==> src/rtl/prbs_err_window.sv <==
// Error-rate window for the PRBS checker: counts accepted bits and errors per
// window and flags when the error budget of the current window is exhausted.
module prbs_err_window #(
    parameter int unsigned WIN_LEN   = 256,
    parameter int unsigned ERR_LIMIT = 16
) (
    input  logic clk,
    input  logic rst,
    input  logic accept,
    input  logic err,
    input  logic restart,
    output logic limit_hit
);

    localparam int unsigned POS_W = $clog2(WIN_LEN);
    localparam int unsigned ERR_W = $clog2(ERR_LIMIT + 1);

    logic [POS_W-1:0] win_pos;
    logic [ERR_W-1:0] win_err;
    logic [ERR_W-1:0] err_next;
    logic             wrap;

    // The wrap bit opens the new window, so its own error seeds the fresh count.
    always_comb begin
        wrap      = (win_pos == POS_W'(WIN_LEN - 1));
        err_next  = (wrap ? '0 : win_err) + ERR_W'(err);
        limit_hit = accept && err && (err_next == ERR_W'(ERR_LIMIT));
    end

    always_ff @(posedge clk) begin
        if (rst || restart) begin
            win_pos <= '0;
            win_err <= '0;
        end else if (accept) begin
            win_pos <= wrap ? '0 : win_pos + POS_W'(1);
            win_err <= err_next;
        end
    end

endmodule

==> config.mk <==
export PLATFORM = sky130hd
export DESIGN_NAME = prbs_err_window
export DESIGN_NICKNAME = d
export VERILOG_FILES = /design/src/rtl/prbs_err_window.sv
export SDC_FILE = /design/constraint.sdc
export NUM_CORES = 1
export LEC_CHECK = 0
export CAP_MARGIN = 25
export CORE_AREA = 3 3 41 43
export DETAILED_ROUTE_END_ITERATION = 7
export DIE_AREA = 0 0 44 46
export PLACE_DENSITY = 0.78
export SETUP_SLACK_MARGIN = 0.4
export SYNTH_ARGS = -nofsm -noshare
export SYNTH_HDL_FRONTEND = slang
export SYNTH_SLANG_ARGS = --single-unit
==> constraint.sdc <==
create_clock -name clk -period 2.7 [get_ports clk]
set_clock_uncertainty 0.2 [all_clocks]
set_input_delay 0.27 -clock clk [delete_from_list [all_inputs] [get_ports clk]]
set_output_delay 0.27 -clock clk [all_outputs]
set_load 0.02 [all_outputs]
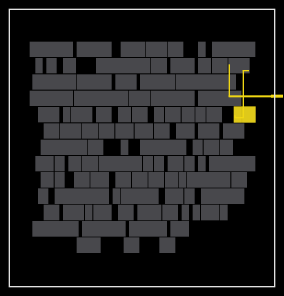
*I/O nets highlighted, run 1*
(6 px per um)
Yellow stands for rst, bits 1, direction input, end cells 2, buffers 1, wire 22.9 um.
I/O pin cnt: 6
IO buf count: 5

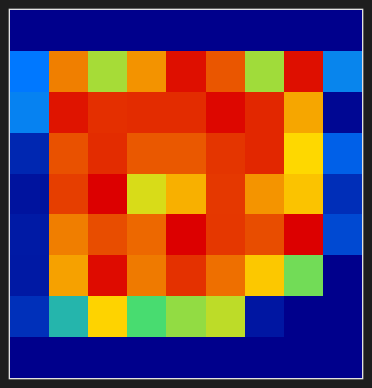
*Local utilization, run 1*
(8 px per um) 9 x 9 tiles, from dark blue (low) to red (high), 0 to 100% covered.
The emptiest ninth of the die: south-east. 27% of the tiles are nearly empty. The mean over all tiles is 51%. The fullest tile reaches 100%. 48% of the tiles are over 75% full.
fp_density: 53.2%
Layout Utilization: 79.4%
Core Area: 0.00133 mm2

==> reports/qor.yml, run 1 <==
status: "finished, final reports clean"
largest_register: "win_pos"
grt_max_degree: 15
diodes: 0
hold_ws_ns: 0.318
gr-usage-met1_pct: 22.5
drive_above_1_share_pct: 45.6
rr_worst_depth: 13
yosys-stat-area_um2: 709
top_regs: "win_pos: 8 flops, win_err: 5 flops"
met1_length_um: 709
buffers: 24
crit_path_start_kind: "flop"
track_usage_pct: 21.0
p_leak_nw: 0.399
yosys-top-cells-count: "dfxtp_1 (13), nor2_1 (9), nand3_1 (7)"
seq_power_share_pct: 55.8
p_int_mw: 0.268
worstPathCellList: "ha_4 -> nand3_4 -> or2_4 -> and2_4 -> ha_4 -> nand3_2 -> xor2_2 -> nand3_2 -> nor3_4 -> buf_6"
ff_type: "dfxtp_1"
fa_ha_area_share_pct: 5.29
seq_area_frac_synth_pct: 36.7
cts_sinks: 13
swShare_pct: 23.0
pre_cts_slack_ns: -0.154
cts_tree: "built"
clock.fmax_ghz: 0.374
maxUsedRoutingLayer: "met4"
final_hold_viol_count: 0
warnings: 29
hold_path_end: "win_err[4]"
drcViolationCount: 0
clockBufferDepth: 2
yosys_warnings: 0
taps: 15
setup_tns_ns: 0
n_all_inverters: 0
r2r_slack_ns: 0.29
synthXorXnorAreaFrac_pct: 9.88
antenna_found_initial: 0
power_top_consumer: "sequential cells"
layout_top_cell: "buf_4"
min-delay-start: "win_err[4]"
seq_share_pct: 24.9
grtUsageMet2_pct: 37.8
grt_pass1_wl_um: 3000
powerComb_mw: 0.0335
worst_path_largest_cell_delay_ns: 0.36
r2r_end: "win_err[4]"
wl_met3_um: 82
min_path_cells: 2
regArea_um2: 264
largest_area_cell: "dfxtp_1"
p_clk_mw: 0.120
ys_sh_simple_pct: 34.4
top_logic_kind: "simple AND/OR/NAND/NOR gates"
combGateArea_um2: 552
grt-busiest-layer: "met2"
cp.buffers_inverters: 1
min_period_ns: 2.68
cp.required_ns: 2.23
wl_per_cell_um: 14.6
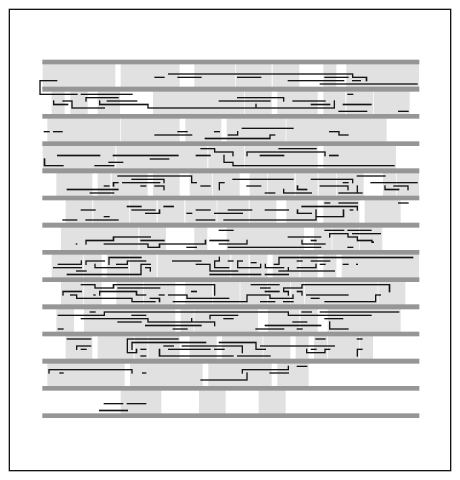
*Signal wires on met1, run 1*
(10 px per um) Supply wires on this layer in gray.
The wires run mostly horizontal. The layer carries 709 um of wire. 99 nets have wire on it. The longest straight run is 18.6 um.
DRT Wirelength: 1720 um
Vias: 652

## Run 2: what changed since run 1
--- a/config.mk
+++ b/config.mk
@@ -9,6 +9,7 @@
 export CORE_AREA = 3 3 41 43
 export DETAILED_ROUTE_END_ITERATION = 7
 export DIE_AREA = 0 0 44 46
+export GPL_TIMING_DRIVEN = 0
 export PLACE_DENSITY = 0.78
 export SETUP_SLACK_MARGIN = 0.4
 export SYNTH_ARGS = -nofsm -noshare
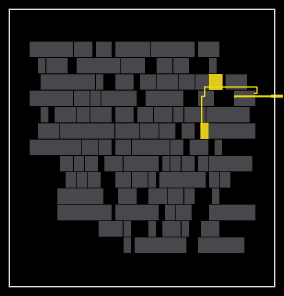
*I/O nets highlighted, run 2*
(6 px per um)
Yellow stands for rst, bits 1, direction input, end cells 2, buffers 1, wire 24.5 um.

==> reports/qor.yml, run 2 <==
setup_tns_ns: -0.00585  # was 0 ns
worst_path_largest_cell_delay_ns: 0.37  # was 0.36 ns
violations: "setup timing"
wl_met3_um: 56  # was 82 um
largest_register: "win_pos"  # unchanged
core-area_mm2: 0.00133  # unchanged
status: "complete, but fails checks"  # was finished, final reports clean
yosys-stat-area_um2: 709  # unchanged
clock.fmax_ghz: 0.370  # was 0.374 GHz
n_all_inverters: 0  # unchanged
min-delay-start: "win_pos[1]"  # was win_err[4]
setup_viol: 1  # was 0
diodes: 0  # unchanged
rr_worst_depth: 12  # was 13
p_leak_nw: 0.344  # was 0.399 nW
fa_ha_area_share_pct: 5.29  # unchanged
grt-busiest-layer: "met2"  # unchanged
grt_pass1_wl_um: 2570  # was 3000 um
cp.required_ns: 2.23  # about the same
seq_share_pct: 28.1  # was 24.9%
maxUsedRoutingLayer: "met4"  # unchanged
seq_area_frac_synth_pct: 36.7  # unchanged
ios: 6  # unchanged
taps: 15  # unchanged
fin_ws_ns: -0.00585  # was 0.0230 ns
pre_cts_slack_ns: -0.259  # was -0.154 ns
regArea_um2: 273  # was 264 um2
warnings: 29  # unchanged
yosys_warnings: 0  # unchanged
largest_area_cell: "dfxtp_1"  # unchanged
synthXorXnorAreaFrac_pct: 9.88  # unchanged
ff_type: "dfxtp_1"  # unchanged
min_period_ns: 2.71  # was 2.68 ns
cts_sinks: 13  # unchanged
drcViolationCount: 0  # unchanged
clockBufferDepth: 2  # unchanged
yosys-top-cells-count: "dfxtp_1 (13), nor2_1 (9), nand3_1 (7)"  # unchanged
numPortBuffers: 5  # unchanged
top_regs: "win_pos: 8 flops, win_err: 5 flops"  # unchanged
p_clk_mw: 0.123  # was 0.120 mW
worstPathCellList: "ha_4 -> nand3_4 -> or2_4 -> and2_4 -> ha_4 -> ha_4 -> nand3_4 -> xnor2_2 -> nand3_2 -> nor3_4 -> buf_6"  # was ha_4 -> nand3_4 -> or2_4 -> and2_4 -> ha_4 -> nand3_2 -> xor2_2 -> nand3_2 -> nor3_4 -> buf_6
postLayoutCoreUtil_pct: 72.8  # was 79.4%
fp_util_pct: 53.2  # unchanged
hold_path_end: "win_pos[1]"  # was win_err[4]
cp.buffers_inverters: 1  # unchanged
grt_max_degree: 11  # was 15
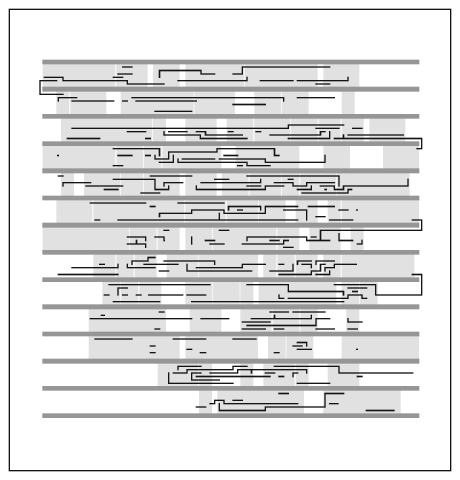
*Signal wires on met1, run 2*
(10 px per um) Supply wires on this layer in gray.
94 nets have wire on it. The wires run mostly horizontal. The layer holds 46% of the routed length. The longest straight run is 21.6 um.
Vias: 593
DRT Wirelength: 1510 um
M1 GR Usage: 19.9%

No activity file was given, so power comes from the tool's default toggle rates.
